==> config.mk <==
export PLATFORM = sky130hd
export DESIGN_NAME = writeback_unit
export DESIGN_NICKNAME = d
export VERILOG_FILES = /design/src/rtl/writeback_unit.sv
export SDC_FILE = /design/constraint.sdc
export NUM_CORES = 1
export LEC_CHECK = 0
export CAP_MARGIN = 20
export CORE_MARGIN = 2
export CORE_UTILIZATION = 48
export CTS_CLUSTER_DIAMETER = 100
export DETAILED_ROUTE_END_ITERATION = 12
export PLACE_DENSITY_LB_ADDON = 0.08
export SKIP_LAST_GASP = 1
export SLEW_MARGIN = 40
export SYNTH_ARGS = -nofsm -noshare
export SYNTH_HDL_FRONTEND = slang
export SYNTH_SLANG_ARGS = --single-unit
==> constraint.sdc <==
create_clock -name clock -period 3.7 [get_ports clock]
set_input_delay 0.37 -clock clock [delete_from_list [all_inputs] [get_ports clock]]
set_output_delay 0.37 -clock clock [all_outputs]
set_load 0.1 [all_outputs]
Figure 1. Sequential cells grouped by signal name (run 1).
Other sequential cells in the stronger grey, the rest of the logic in the fainter grey.
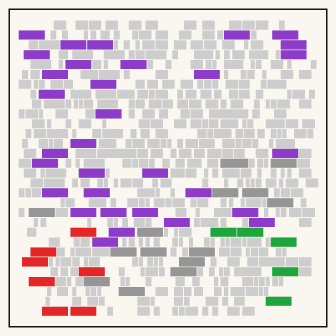
wb_data: drawn in purple, flops 32. wait_cnt: drawn in red, flops 7, where lower left. ld_dst: drawn in green, flops 5, where lower right.
Another 14 sequential cells are not coloured.
Sequential cell area: 1160 um^2
P_seq: 0.680 mW
final core occ: 0.668
Seq/total area: 0.258

Figure 2. Track usage over the die (run 1).
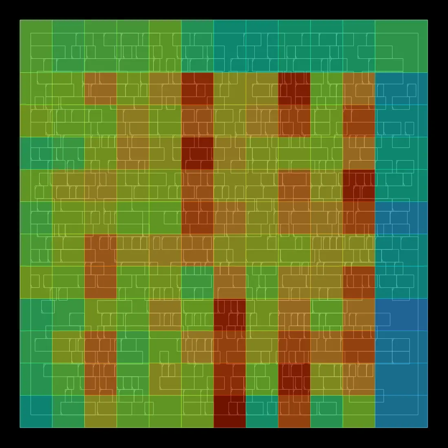
Tot GR Track Use: 0.247
met1 Use GR: 0.348
GR Util met2: 0.382
busiest grt layer: met2

Figure 3. Placement by cell class (run 1).
Bar = 20 um.
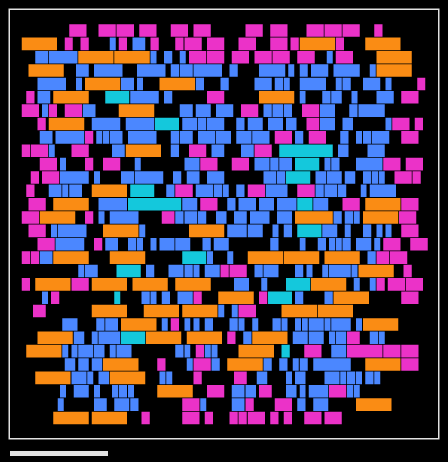
all other logic: drawn in blue, cells 291, share of their area 44%. other buffers and delay cells: drawn in magenta, cells 128, share of their area 24%. flip-flops: drawn in orange, cells 58, share of their area 26%. clock drivers and dummy loads: drawn in cyan, cells 16, share of their area 5.2%.
core area: 6760 um^2
FP Rows: 30
final instance area: 4510 um^2

Figure 4. Clock distribution (run 1).
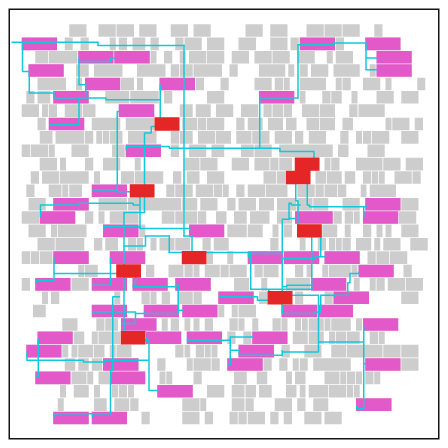
clock wires: drawn in cyan, length 841 um. flip-flops: drawn in magenta, count 58. cells driving clock nets: drawn in red, count 9.
There are 10 routed clock nets.
skew final: 10.9 ps
clk latency late pin: 330 ps
clock share of power: 0.359
Clk. pwr: 0.677 mW

==> run summary, run 1 <==
WL/cell: 16.9 um
Synth Register Bits: 58
clock slew at reported path FFs: 70 ps
status: finished, final reports clean
chip height: 87.1 um
IO Port Bufs: 121
Data required, critical path: 3930 ps
first-pass GRT wire length: 14700 um
max-slew violations: 0
Area Overhead vs Synth: 36.0%
worst reg2reg setup slack: 1500 ps
Static Leak: 1.87 nW
vias in the first global route: 2977
PostCTS Resize Cnt: 0
sequential share of power: 0.360
dpl hpwl: 6900 um
# hold bufs at CTS: 0
critical path type: reg2reg
number of enable flip-flop cells: 0
Main synth FF type: dfxtp_1
Pint: 1.24 mW
WL final: 9700 um
Max-Cap Viols: 0
pre-CTS setup slack: 1320 ps
largest net degree at the start of global routing: 64
Mapped Area: 3320 um^2
cell area power density: 418 nW/um^2
IO Count: 122
Cells after DPL: 557
number of fill cells: 594
Critical Path AT: 2430 ps
total global routing overflow: 0
layout cell share with drive strength beyond 1: 0.213
TritonCTS Buffers: 9
critical-path maximum fanout: 19
Post-Synthesis Cells: 386
DRC viols: 0
CP endpoint kind: flip-flop
Die W: 87.1 um
hold depth: 2
Clock Tree Root: clkbuf_8
Post-Place Cell Area: 4280 um^2
most numerous logic cells after layout: clkdlybuf4s50_1, dfxtp_1, a21oi_1
Avg Vias per Cell: 5.81
Clock Sink Count: 58
hold_ws: 458 ps
Pre-Place Util: 0.491
Sw Pwr: 0.647 mW
YS warnings: 0
Peak Freq: 0.455 GHz
max reg flops: 32
Syn Nets: 467
CTS Buffer Depth: 2
final setup fails: 0
met3 WL post-DR: 666 um
YS chip area: 3320 um^2
yosys cell count: 386
ANT nets after route: 0
final-report hold violation count: 0
die area: 7590 um^2
Avg Cell Area, Syn: 8.59 um^2
Final period util: 0.594
Hold Crit Class: reg2reg
Switching Fraction: 0.343
fin crit period: 2200 ps
Commonest Layout Cell: clkdlybuf4s50_1
## run 1: worst max-delay path: stages, from the launching register on
cell      delay [ps]
dfxtp_1          780
nor2b_1          240
a222oi_1         100
o21ai_2          520
a21oi_1          170
o41ai_2          290
## run 1: cells in the mapped netlist, types with 6 or more instances
library cell / count / area (um^2)
nand2_1: 37 / 139
o22ai_1: 6 / 37.5
o41ai_2: 16 / 260
a221oi_2: 6 / 90.1
inv_1: 12 / 45.0
clkbuf_1: 17 / 63.8
buf_2: 9 / 45.0
o22a_1: 6 / 52.6
nand3b_1: 17 / 128
a21oi_1: 55 / 275
a22o_1: 9 / 78.8
mux2i_1: 6 / 60.1
a22oi_1: 9 / 67.6
o21ai_0: 8 / 40.0
dfxtp_1: 58 / 1160
nor3_2: 6 / 60.1
nor2_1: 44 / 165
a211o_1: 9 / 78.8
## run 1: layer usage
layer,global-route usage,vias to the layer above
li1,-,1620
met2,0.382,144
met5,0,-
met4,0.0895,0
met3,0.0417,6
met1,0.348,1559
## run 1: area by class of cell
type / count / area [um^2] / share of cell area
inverter: 12 / 45.0 / 0.00998
clock inverter: 4 / 73.8 / 0.0164
tap: 80 / 100 / 0.0222
sequential: 58 / 1160 / 0.258
timing repair buffer: 128 / 1060 / 0.236
clock buffer: 12 / 155 / 0.0344
multi-input combinational: 279 / 1910 / 0.424
## run 1: power groups by stage
stage	Sequential [mW]	Clock, mW	Combinational (mW)
after global placement	0.695	0	0.549
after floorplan	0.895	0	0.173
after CTS	0.680	0.685	0.529
final	0.680	0.677	0.530
after global routing	0.683	0.713	0.555
after detailed placement	0.693	0	0.527
## run 1: cells by family after synthesis
logic type | count (synthesis) | share of synthesized area
compound gates | 137 | 0.332
fa+ha+maj | 1 | 0.00377
simple gates | 127 | 0.199
xor+xnor | 5 | 0.0132
mux | 9 | 0.0283
flops | 58 | 0.350
buf+inv | 49 | 0.0739
==> run 1 -> run 2 <==
--- a/config.mk
+++ b/config.mk
@@ -7,7 +7,7 @@
 export LEC_CHECK = 0
 export CAP_MARGIN = 20
 export CORE_MARGIN = 2
-export CORE_UTILIZATION = 48
+export CORE_UTILIZATION = 41
 export CTS_CLUSTER_DIAMETER = 100
 export DETAILED_ROUTE_END_ITERATION = 12
 export PLACE_DENSITY_LB_ADDON = 0.08
==> constraint.sdc (replaced) <==
create_clock -name clock -period 1.8 [get_ports clock]
set_input_delay 0.18 -clock clock [delete_from_list [all_inputs] [get_ports clock]]
set_output_delay 0.18 -clock clock [all_outputs]
set_load 0.1 [all_outputs]
Figure 5. Clock distribution (run 2).
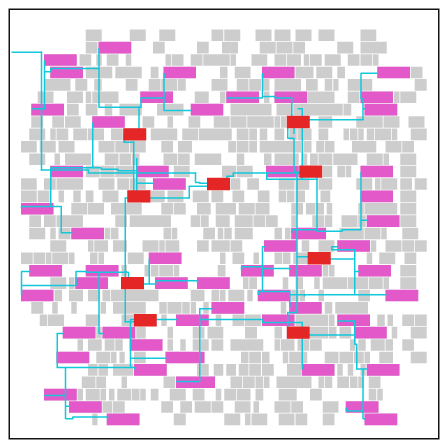
flip-flops: drawn in magenta, count 58. clock wires: drawn in cyan, length 830 um. cells driving clock nets: drawn in red, count 9.
Position of the flops: widely spread. There are 10 routed clock nets.
Clk. pwr: 1.18 mW
clock share of power: 0.308
skew final: 8.19 ps

==> run summary, run 2 <==
Static Leak: 2.06 nW (was 1.87 nW)
hold_ws: 260 ps (was 458 ps)
Peak Freq: 0.569 GHz (was 0.455 GHz)
number of fill cells: 701 (was 594)
number of enable flip-flop cells: 0 (unchanged)
core area: 7770 um^2 (was 6760 um^2)
Synth cell types: 49 (unchanged)
Mapped Area: 3320 um^2 (unchanged)
cell depth of the worst flop-to-flop path: 6 (was 5)
worst reg2reg setup slack: 40 ps (was 1500 ps)
IO Port Bufs: 121 (unchanged)
Synth area leaders: dfxtp_1, a21oi_1, o41ai_2 (unchanged)
Data required, critical path: 2010 ps (was 3930 ps)
CP endpoint kind: flip-flop (unchanged)
drt first-iter violations: 116 (was 196)
Post-Synthesis Cells: 386 (unchanged)
Synth area leader: dfxtp_1 (unchanged)
Tool Warnings: 28 (was 26)
Area Overhead vs Synth: 51.1% (was 36.0%)
Avg Vias per Cell: 5.56 (was 5.81)
DRT Pass-1 Iters: 5 (unchanged)
Hold Crit Class: in2reg (was reg2reg)
final setup fails: 0 (unchanged)
dpl hpwl: 7560 um (was 6900 um)
Syn Nets: 467 (unchanged)
chip height: 93.9 um (was 87.1 um)
Clock Sink Count: 58 (unchanged)
most common cell in the netlist: dfxtp_1 (unchanged)
first-pass GRT wire length: 16000 um (was 14700 um)
max-slew violations: 0 (unchanged)
total global routing overflow: 0 (unchanged)
# hold bufs at CTS: 0 (unchanged)
Commonest Layout Cell: clkdlybuf4s50_1 (unchanged)
WL final: 10800 um (was 9700 um)
Critical Path AT: 1970 ps (was 2430 ps)
clock slew at reported path FFs: 60 ps (was 70 ps)
Main synth FF type: dfxtp_1 (unchanged)
Pre-Place Util: 0.427 (was 0.491)
die area: 8830 um^2 (was 7590 um^2)
critical path type: reg2reg (unchanged)
Synth Register Bits: 58 (unchanged)
max reg flops: 32 (unchanged)
CTS tree: yes (unchanged)
vias in the first global route: 3195 (was 2977)
WL/cell: 17.3 um (was 16.9 um)
FP Rows: 32 (was 30)
status: finished, final reports clean (unchanged)
YS warnings: 0 (unchanged)
cell area power density: 763 nW/um^2 (was 418 nW/um^2)
Max-Cap Viols: 0 (unchanged)
H-tree Lvls: 3 (unchanged)
Final period util: 0.976 (was 0.594)
final-report hold violation count: 0 (unchanged)
nets: 602 (was 569)
largest net degree at the start of global routing: 33 (was 64)
IO Count: 122 (unchanged)
ANT nets after route: 0 (unchanged)
Clock Tree Root: clkbuf_8 (unchanged)
DRC viols: 0 (unchanged)
critical-path maximum fanout: 16 (was 19)
Avg Cell Area, Syn: 8.59 um^2 (unchanged)
TritonCTS Buffers: 9 (unchanged)
Area leader share: 0.350 (unchanged)
layout cell share with drive strength beyond 1: 0.274 (was 0.213)
fin crit period: 1760 ps (was 2200 ps)
hold depth: 2 (unchanged)
synth cell count leaders: dfxtp_1, a21oi_1, nor2_1 (unchanged)
placer congestion estimate: 0.844 (was 0.855)
CTS Buffer Depth: 2 (unchanged)
Die W: 93.9 um (was 87.1 um)
most numerous logic cells after layout: clkdlybuf4s50_1, buf_4, dfxtp_1 (was clkdlybuf4s50_1, dfxtp_1, a21oi_1)
YS chip area: 3320 um^2 (unchanged)
startpoint types: flip-flop (unchanged)
Synth Seq Share: 0.350 (unchanged)
yosys cell count: 386 (unchanged)
clk latency late pin: 330 ps (about the same)
relative slew slack: 0.634 (was 0.528)
Figure 6. Track usage over the die (run 2).
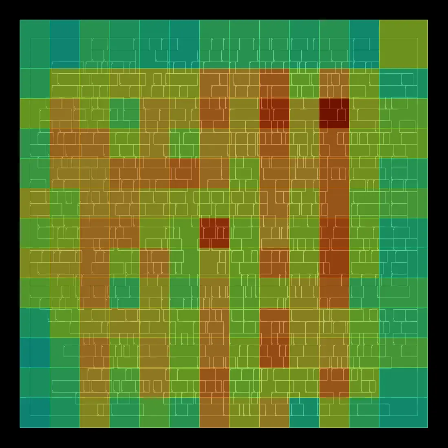
met1 Use GR: 0.313
final core occ: 0.645
Tot GR Track Use: 0.231

## run 2: cell counts after synthesis
Identical to the previous run, type by type.
## run 2: stage by stage
step / setup WS, ps / total power, mW / setup TNS, ps / cells / instance area (um^2)
2_1_floorplan: -53.7 / 2.20 / -960 / 386 / 3330
3_3_place_gp: -215 / 2.59 / -7000 / 604 / 4670
3_5_place_dp: -249 / 2.61 / -8240 / 604 / 4670
4_1_cts: 9.13 / 3.79 / 0 / 619 / 4850
5_1_grt: -48.2 / 3.98 / -429 / 627 / 5010
6_report: 43.2 / 3.82 / 0 / 627 / 5010
## run 2: power by group
part	switching, mW	leakage (nW)	total [mW]	internal, mW
Clock	0.513	0.0962	1.18	0.666
Sequential	0.0439	0.475	1.39	1.35
Combinational	0.788	1.49	1.25	0.462
## run 2: cell type report
| cell class | instances | area (um^2) | area share |
|---|---|---|---|
| flip-flops and latches | 58 | 1170 | 0.233 |
| clock buffers | 12 | 145 | 0.0290 |
| multi-input cells | 279 | 1930 | 0.385 |
| well taps | 102 | 128 | 0.0255 |
| inverters | 12 | 45.0 | 0.00899 |
| repair buffers | 161 | 1550 | 0.310 |
| clock inverters | 3 | 40.0 | 0.00799 |
## run 2: cell families after synthesis
kind of cell / count (synthesis) / share of synthesized area
xor+xnor: 5 / 0.0132
compound gates: 137 / 0.332
fa+ha+maj: 1 / 0.00377
mux: 9 / 0.0283
flops: 58 / 0.350
simple gates: 127 / 0.199
buf+inv: 49 / 0.0739
## run 2: per-layer routing
| layer | vias up | track usage | part of all wire |
|---|---|---|---|
| met5 | - | 0 | 0 |
| met4 | 0 | 0.0652 | 0.0090 |
| met3 | 9 | 0.0522 | 0.069 |
| met2 | 123 | 0.367 | 0.47 |
| met1 | 1659 | 0.313 | 0.45 |
| li1 | 1695 | - | - |
## run 2: repair_timing
action                                  4_1_cts  5_1_grt
gates resized                                 0        9
setup buffers                                 0        3
endpoints found under the setup margin        0       28
## run 2: critical path: stages (launching register included)
cell and delay (ps):
dfxtp_2 350, mux2_2 350, a222oi_1 380, o21ai_2 120, buf_12 170, a21oi_1 170, o41ai_2 100
Power figures rest on the tool's default switching activity, not on a simulated workload.
